==> config.mk <==
export PLATFORM = sky130hd
export DESIGN_NAME = serial_subtractor_flat
export DESIGN_NICKNAME = d
export VERILOG_FILES = /design/src/rtl/serial_subtractor_if.sv /design/src/rtl/serial_subtractor.sv /design/src/flat_wrapper.sv
export SDC_FILE = /design/constraint.sdc
export NUM_CORES = 1
export LEC_CHECK = 0
export CELL_PAD_IN_SITES_DETAIL_PLACEMENT = 1
export CELL_PAD_IN_SITES_GLOBAL_PLACEMENT = 2
export CORE_MARGIN = 2
export CORE_UTILIZATION = 31
export DETAILED_ROUTE_END_ITERATION = 10
export PLACE_DENSITY_LB_ADDON = 0.1
export SLEW_MARGIN = 5
export SYNTH_ARGS = -nofsm -noshare
export SYNTH_HDL_FRONTEND = slang
export SYNTH_SLANG_ARGS = --single-unit
==> constraint.sdc <==
create_clock -name clk -period 1.9 [get_ports clk]
set_input_delay 0.38 -clock clk [delete_from_list [all_inputs] [get_ports clk]]
set_output_delay 0.38 -clock clk [all_outputs]
set_load 0.01 [all_outputs]
### Wires at chosen ports, followed through buffers

The bar under the picture is 20 um long.
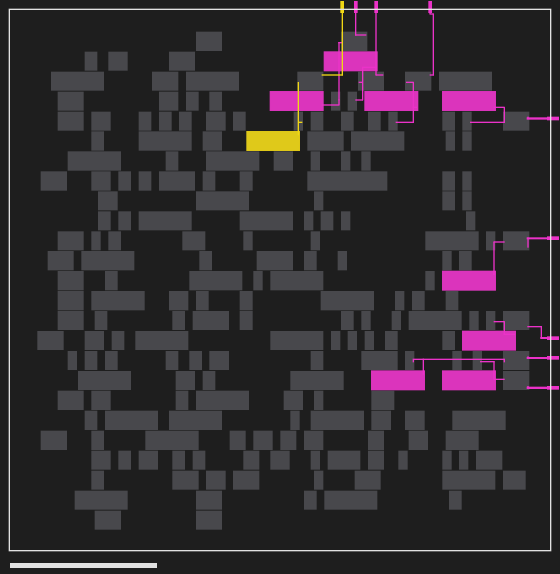
- magenta: `bus_diff` (bits 8; direction output; edge 5 east, 3 north; end cells 8; buffers 8; wire 107 um)
- yellow: `bus_bout` (bits 1; direction output; edge north; end cells 1; buffers 1; wire 19.0 um)
IO Port Bufs: 30
I/O Pins: 31

### Placed standard cells

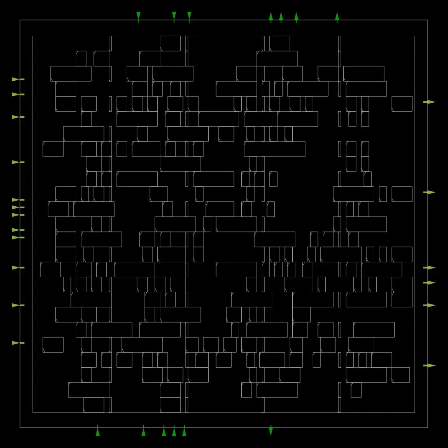
Finished Layout Cells: 258
post-layout util: 41.1%
sequential cell count: 38
row cnt: 25

### Metal layers overlaid

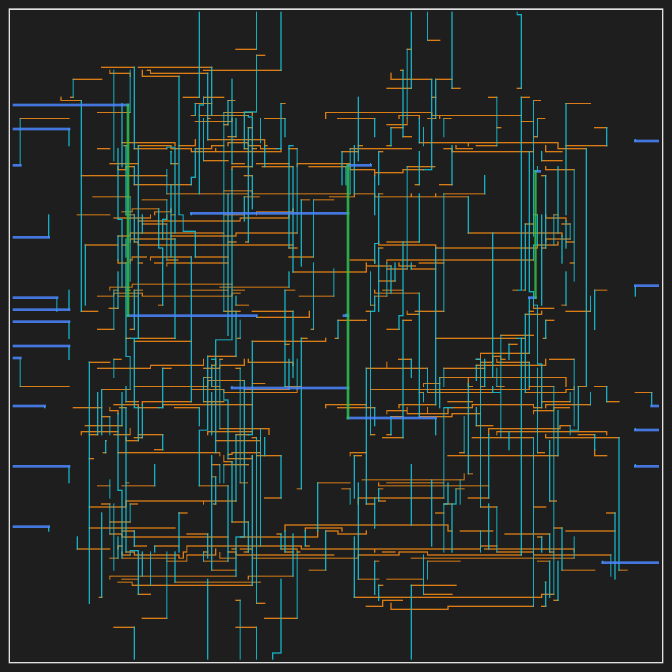
- blue: metal 3 (wire length 137 um)
- orange: metal 1 (wire length 1,610 um)
- green: metal 4 (wire length 66.6 um)
- cyan: metal 2 (wire length 1,840 um)
DR vias: 1,338
drt total wl: 3650 um
drt wl/cell: 14.2 um
Tot GR Track Use: 15.0%

### Sizing map

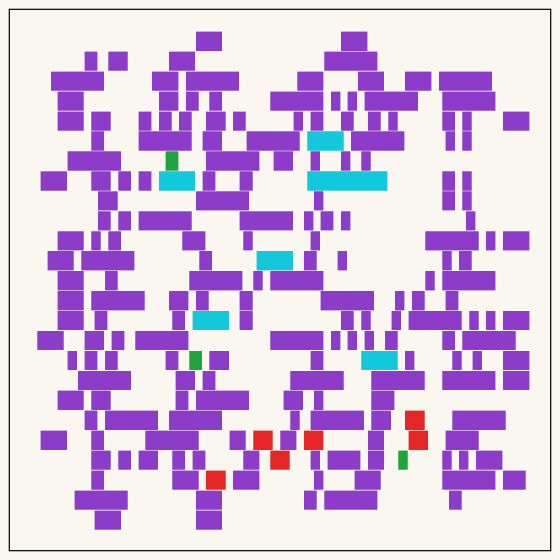
- cyan: _6 and larger (cells 6; share 2.9%; most used clkbuf_8)
- green: _2 cells (cells 3; share 1.5%; most used clkinv_2)
- purple: _0 and _1 cells (cells 189; share 93%; most used dfxtp_1)
- red: _3 and _4 cells (cells 6; share 2.9%; most used buf_4)
Finished Cell Area: 1930 um^2
Final WS setup: 113 ps

==> Changelog: implementation <==
### Physical design

* Status: finished clean
* Crit path DAT at 1410 ps
* CTS resizes at 0
* Mapped cell area at 1500 um^2
* Clock buf count at 5
* GR peak layer: met2
* Pwr top: registers
* WL met3 at 137 um
* Hold Crit Class: flop to flop
* Reg2reg setup slack at 390 ps
* Late-Pin Clk Latency at 290 ps
* CTS tree: yes
* R2r worst-path depth at 5
* VDD IR max at 318 uV
* Gpl congestion at 0.690
* CTS buffer count at 5
* Leak Pwr at 0.672 nW
* Synth flops at 38
* Crit Path Category: flop to output port
* Deepest level of the CTS H-tree at 2
* Pin count of the biggest net entering global routing at 29
* Longest Clk Path Bufs at 2
* Antenna violations before repair at 0
* Layout cells sized above 1 at 7.35%
* Async SR Flop Fraction at 0%
* Vias per cell at 5.19
* CP Capture Type: output port
* Yosys stat chip area at 1500 um^2
* Comb power at 0.186 mW
* Post-synth EDFFs at 0
* Yosys warning tally at 0
* AND-OR/OR-AND Cells, Area Fraction at 19.9%
* Max-cap viol count at 0
* Tool Warnings at 26
* First-pass GRT wire length at 6150 um
* Die H at 73.6 um
* Comb area at 636 um^2
* Seq pwr share at 49.4%
* Register clock-pin slew on the reported worst setup and hold paths at 80 ps
* Init Core Util at 32.0%
* Slew Viols, Final at 0
* Tap Cells at 54
* Library cells used by synthesis at 22
* Area growth from synthesis to layout at 28.4%
* Met2 WL at 1840 um
* Top cells by area, synth: dfxtp_1, a21oi_1, nand2_1
* CP delay by family, top: buffers and inverters
* Clk tree area frac at 5.64%
* Comb_multi_in at 119
No activity file was given, so power comes from the tool's default toggle rates.
